### Power grid

Bar = 50 microns. Pins as bars on the die edge.
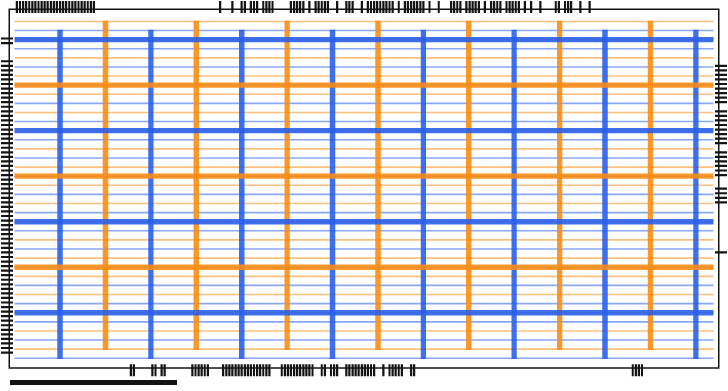
### Placement by cell class

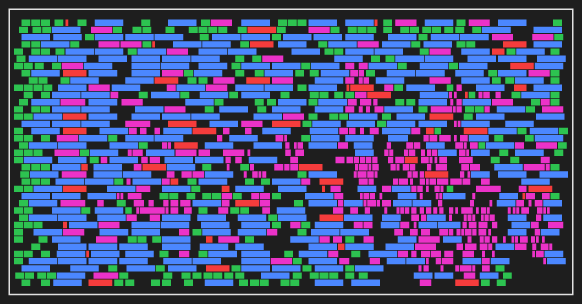
### Clock network drawn from the DEF

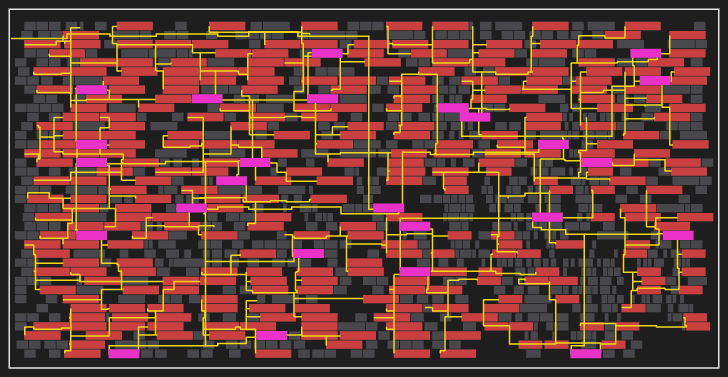
### Signal wires by layer

Bar = 50 microns.
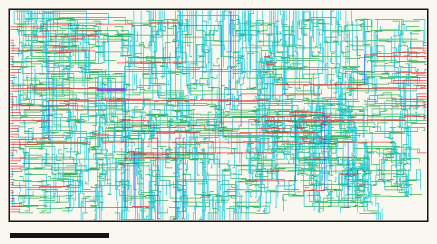
### Track usage over the die

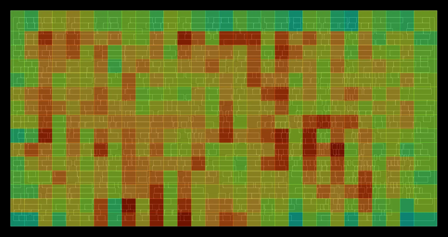
==> src/rtl/result_uart_tx.sv <==
// ---------------------------------------------------------------------------
// result_uart_tx
//
// Result drain for the 4x4 systolic multiplier. When the array strobes
// `done`, all sixteen C results are captured into a snapshot. They are then
// sent off-chip as a single framed 8N1 UART packet:
//
//   byte 0            : HEADER
//   bytes 1 .. 16*B   : C0..C15, each word low byte first (B = OUT_WIDTH/8)
//   byte 16*B+1       : XOR of every data byte (HEADER is not included)
//
// Bytes are sent back to back, with no idle bits between them. Every bit
// lasts exactly CLKS_PER_BIT clocks.
//
// Parameters
//   OUT_WIDTH     width of one result word; must be a multiple of 8
//   CLKS_PER_BIT  clk cycles per UART bit; minimum 2
//   HEADER        first byte of every frame
//
// Ports
//   clk         in   clock
//   reset       in   synchronous, active-high reset
//   done        in   capture strobe; only sampled while idle
//   c_flat      in   16*OUT_WIDTH; C0 in the LSBs, C15 in the MSBs
//   tx          out  UART serial line, idles high, registered
//   busy        out  high from the cycle after capture until the frame ends
//   frame_done  out  one-cycle pulse on the edge that ends the last stop bit
// ---------------------------------------------------------------------------
module result_uart_tx #(
  parameter int          OUT_WIDTH    = 16,
  parameter int          CLKS_PER_BIT = 868,
  parameter logic [7:0]  HEADER       = 8'hA5
) (
  input  logic                      clk,
  input  logic                      reset,
  input  logic                      done,
  input  logic [16*OUT_WIDTH-1:0]   c_flat,
  output logic                      tx,
  output logic                      busy,
  output logic                      frame_done
);

  localparam int BYTES_PER_WORD = OUT_WIDTH / 8;
  localparam int DATA_BYTES     = 16 * BYTES_PER_WORD;
  localparam int FRAME_BYTES    = DATA_BYTES + 2;
  localparam int SNAP_W         = 16 * OUT_WIDTH;
  localparam int IDX_W          = $clog2(FRAME_BYTES);
  localparam int DSEL_W         = $clog2(DATA_BYTES);
  localparam int BAUD_W         = $clog2(CLKS_PER_BIT);

  localparam logic [BAUD_W-1:0] BAUD_LAST     = BAUD_W'(CLKS_PER_BIT - 1);
  localparam logic [IDX_W-1:0]  IDX_LAST      = IDX_W'(FRAME_BYTES - 1);
  // Byte index whose STOP bit precedes the checksum byte.
  localparam logic [IDX_W-1:0]  IDX_PRE_CSUM  = IDX_W'(FRAME_BYTES - 2);

  typedef enum logic [1:0] {
    ST_IDLE  = 2'd0,
    ST_START = 2'd1,
    ST_DATA  = 2'd2,
    ST_STOP  = 2'd3
  } state_t;

  // -------------------------------------------------------------------------
  // State
  // -------------------------------------------------------------------------
  state_t              state_q,      state_d;
  logic [BAUD_W-1:0]   baud_q,       baud_d;
  logic [2:0]          bit_q,        bit_d;
  logic [IDX_W-1:0]    idx_q,        idx_d;
  logic [7:0]          csum_q,       csum_d;
  logic [7:0]          byte_q,       byte_d;
  logic [SNAP_W-1:0]   snap_q,       snap_d;
  logic                tx_q,         tx_d;
  logic                busy_q,       busy_d;
  logic                frame_done_q, frame_done_d;

  // -------------------------------------------------------------------------
  // Byte view of the snapshot. C0 sits in the LSBs and each word is sent
  // low byte first, so frame data byte k is simply snapshot bits [8k +: 8].
  // -------------------------------------------------------------------------
  logic [7:0] snap_byte [DATA_BYTES];

  generate
    for (genvar gi = 0; gi < DATA_BYTES; gi++) begin : g_snap_byte
      assign snap_byte[gi] = snap_q[8*gi +: 8];
    end
  endgenerate

  // In STOP the index still points at the byte that is ending. The next
  // frame byte is idx_q+1, which is data byte idx_q, because data bytes
  // start at frame index 1.
  logic [DSEL_W-1:0] next_dsel;
  logic [7:0]        next_data_byte;
  logic              baud_wrap;

  assign next_dsel      = DSEL_W'(idx_q);
  assign next_data_byte = snap_byte[next_dsel];
  assign baud_wrap      = (baud_q == BAUD_LAST);

  // -------------------------------------------------------------------------
  // Next-state logic
  // -------------------------------------------------------------------------
  always_comb begin
    state_d      = state_q;
    baud_d       = baud_q;
    bit_d        = bit_q;
    idx_d        = idx_q;
    csum_d       = csum_q;
    byte_d       = byte_q;
    snap_d       = snap_q;
    tx_d         = tx_q;
    busy_d       = busy_q;
    frame_done_d = 1'b0;

    unique case (state_q)
      ST_IDLE: begin
        baud_d = '0;
        tx_d   = 1'b1;
        if (done) begin
          snap_d  = c_flat;
          idx_d   = '0;
          csum_d  = 8'h00;
          byte_d  = HEADER;
          bit_d   = 3'd0;
          state_d = ST_START;
          tx_d    = 1'b0;
          busy_d  = 1'b1;
        end
      end

      ST_START: begin
        if (baud_wrap) begin
          baud_d  = '0;
          bit_d   = 3'd0;
          state_d = ST_DATA;
          tx_d    = byte_q[0];
        end else begin
          baud_d = baud_q + 1'b1;
        end
      end

      ST_DATA: begin
        if (baud_wrap) begin
          baud_d = '0;
          if (bit_q == 3'd7) begin
            state_d = ST_STOP;
            tx_d    = 1'b1;
          end else begin
            bit_d = bit_q + 3'd1;
            tx_d  = byte_q[bit_q + 3'd1];
          end
        end else begin
          baud_d = baud_q + 1'b1;
        end
      end

      ST_STOP: begin
        if (baud_wrap) begin
          baud_d = '0;
          if (idx_q == IDX_LAST) begin
            // Last stop bit done: frame_done and busy change together.
            state_d      = ST_IDLE;
            busy_d       = 1'b0;
            frame_done_d = 1'b1;
            tx_d         = 1'b1;
          end else begin
            // Straight into the next start bit; no idle gap.
            idx_d   = idx_q + 1'b1;
            state_d = ST_START;
            tx_d    = 1'b0;
            if (idx_q == IDX_PRE_CSUM) begin
              // The accumulator already covers every data byte.
              byte_d = csum_q;
            end else begin
              byte_d = next_data_byte;
              csum_d = csum_q ^ next_data_byte;
            end
          end
        end else begin
          baud_d = baud_q + 1'b1;
        end
      end

      default: begin
        state_d = ST_IDLE;
        tx_d    = 1'b1;
        busy_d  = 1'b0;
      end
    endcase
  end

  // -------------------------------------------------------------------------
  // Registers. The snapshot has no reset; its contents only matter after a
  // capture, and a capture always reloads all of it.
  // -------------------------------------------------------------------------
  always_ff @(posedge clk) begin
    if (reset) begin
      state_q      <= ST_IDLE;
      baud_q       <= '0;
      bit_q        <= 3'd0;
      idx_q        <= '0;
      csum_q       <= 8'h00;
      byte_q       <= 8'h00;
      tx_q         <= 1'b1;
      busy_q       <= 1'b0;
      frame_done_q <= 1'b0;
    end else begin
      state_q      <= state_d;
      baud_q       <= baud_d;
      bit_q        <= bit_d;
      idx_q        <= idx_d;
      csum_q       <= csum_d;
      byte_q       <= byte_d;
      snap_q       <= snap_d;
      tx_q         <= tx_d;
      busy_q       <= busy_d;
      frame_done_q <= frame_done_d;
    end
  end

  assign tx         = tx_q;
  assign busy       = busy_q;
  assign frame_done = frame_done_q;

endmodule

==> config.mk <==
export PLATFORM = sky130hd
export DESIGN_NAME = result_uart_tx
export DESIGN_NICKNAME = d
export VERILOG_FILES = /design/src/rtl/result_uart_tx.sv
export SDC_FILE = /design/constraint.sdc
export NUM_CORES = 1
export LEC_CHECK = 0
export ABC_CLOCK_PERIOD_IN_PS = 35800
export CAP_MARGIN = 10
export CORE_ASPECT_RATIO = 0.5
export CORE_UTILIZATION = 55
export DETAILED_ROUTE_END_ITERATION = 16
export GPL_ROUTABILITY_DRIVEN = 0
export PLACE_DENSITY_LB_ADDON = 0.1
export SKIP_CTS_REPAIR_TIMING = 1
export SYNTH_ARGS = -nofsm -noshare
export SYNTH_HDL_FRONTEND = slang
export SYNTH_SLANG_ARGS = --single-unit
==> constraint.sdc <==
create_clock -name clk -period 35.8 [get_ports clk]
set_input_delay 7.16 -clock clk [delete_from_list [all_inputs] [get_ports clk]]
set_output_delay 7.16 -clock clk [all_outputs]
set_load 0.05 [all_outputs]
==> summary.txt <==
Summary of the current implementation state.

- The run finished with clean final reports.
- Summing all multiplexer cells gives an area fraction of 0.1351.
- The largest register by flop count is snap_q.
- In the detailed route, the total length drawn on met3 is 2.244 mm.
- The fraction of final layout cells sized beyond drive strength 1 is 0.1384, for reference.
- The uppermost signal routing layer after detailed routing is met5, for reference.
- The layout multi-input combinational cell count is 347, for reference.
- The share of synthesized cell area in full adder, half adder and majority cells is 0.01140, for reference.
- The share of total power dissipated in sequential elements is 0.525.
- The wire length of the first global-routing pass is 40.83 mm, for reference.
- The most used flip-flop cell is sky130_fd_sc_hd__edfxtp_1, for reference.
- For the worst setup path, the data arrival time is 10.39 ns.
- At the placement stage, the worst setup path has a slack of 24.97 ns.
- In this run the worst hold path is classified as register to register.
- The yosys synthesis warning count is 0, for reference.
- The static leakage is 5.178 nW, for reference.
- The slew check shows that the tightest pin keeps a relative margin of 0.2663.
- The clock tree root driver cell is sky130_fd_sc_hd__clkbuf_16, for reference.
- Multi-input logic gates represent a cell area share of 0.2108.
- Sorting the synthesized cells by how often they occur yields 256 x sky130_fd_sc_hd__edfxtp_1, 40 x sky130_fd_sc_hd__dfxtp_1, 40 x sky130_fd_sc_hd__mux4_2, 32 x sky130_fd_sc_hd__nand2_1, 30 x sky130_fd_sc_hd__nor2_1.
- Setup repair after global routing left no endpoint under its margin.
- The and-or/or-and share of the synthesized area is 0.05461, for reference.
- The most common logic cells in the final layout are 261 x sky130_fd_sc_hd__clkdlybuf4s50_1, 256 x sky130_fd_sc_hd__edfxtp_1, 40 x sky130_fd_sc_hd__mux4_2.
- The registers of the reported paths see a clock transition of 0.07 ns.
- The launch point of the worst path is reset, for reference.
- Once placement completed, the tool counted placed cells totaling 1,214.
- By instance count, the cell type seen most on the critical path is sky130_fd_sc_hd__buf_4.
- The startpoint of the worst register-to-register path is state_q[0]$_SDFFE_PP0P_, for reference.
- After synthesis, the design contains 687 cells according to Yosys.
- The highest-delay cell along the critical path is sky130_fd_sc_hd__buf_4, for reference.
- Between the synthesized netlist and the finished layout, the area growth was recorded as 30.19%.
- For reference, the critical path is captured by snap_q[99]$_DFFE_PP_.
- TritonCTS created 25 clock buffers.
- Measured on the final layout, buffering overhead outside the clock network stands at 0.1690.
- The part of the Yosys area used for sequential elements is 0.7029, for reference.
- The pre-placement core utilization is 0.5745, for reference.
- The combinational power reported by the tool is 0.120 mW.
- The worst setup path is captured at a register.
- Counting I/O delays and the setup requirement, the final critical path takes 10.23 ns.
- The number of port buffers is 261, for reference.
- For flop-to-flop paths, the worst setup slack is 32.26 ns.
-- 'Power grid' (at the start) --
Key: blue = VSS; orange = VDD
The core has 37 rows. 7 straps on met5. 262 signal pins sit on the boundary. 38 met1 rails follow the rows.
overall die height: 106.8 microns
total core area: 21,020 sq um
IR drop worst, VDD: 0.03399 mV
die width: 211.5 microns

-- 'Placement by cell class' (at the start) --
Key: green = remaining buffers and delay cells [cells 267]; blue = sequential cells [cells 296]; magenta = combinational and other logic [cells 359]; red = clock drivers and dummy loads [cells 46]
Final Cell Area: 15,720 sq um
row count: 37

-- 'Clock network drawn from the DEF' (at the start) --
Key: yellow = clock wires [length 3,400 microns]; magenta = clock drivers [count 25]; red = flip-flops [count 296]
Position of the flops: all over the die.
clock network power: 0.281 mW
clk_lat worst skew: 0.54 ns
part of the power in the clock network: 0.333

-- 'Signal wires by layer' (at the start) --
Key: cyan = metal 2 [wire length 13,500 microns]; blue = metal 4 [wire length 507 microns]; green = metal 1 [wire length 11,000 microns]; red = metal 3 [wire length 2,240 microns]; purple = metal 5 [wire length 12.9 microns]
total routed wirelength: 27.26 mm
final routed wire length divided by cell count: 21.63 microns
GR Util All Layers: 0.2456

-- 'Track usage over the die' (at the start) --
GR Layer Usage met3: 0.07616
met2 capacity usage during global routing: 0.4107
core occupancy in the finished layout: 0.7480

Power and IR drop assume default switching activity.
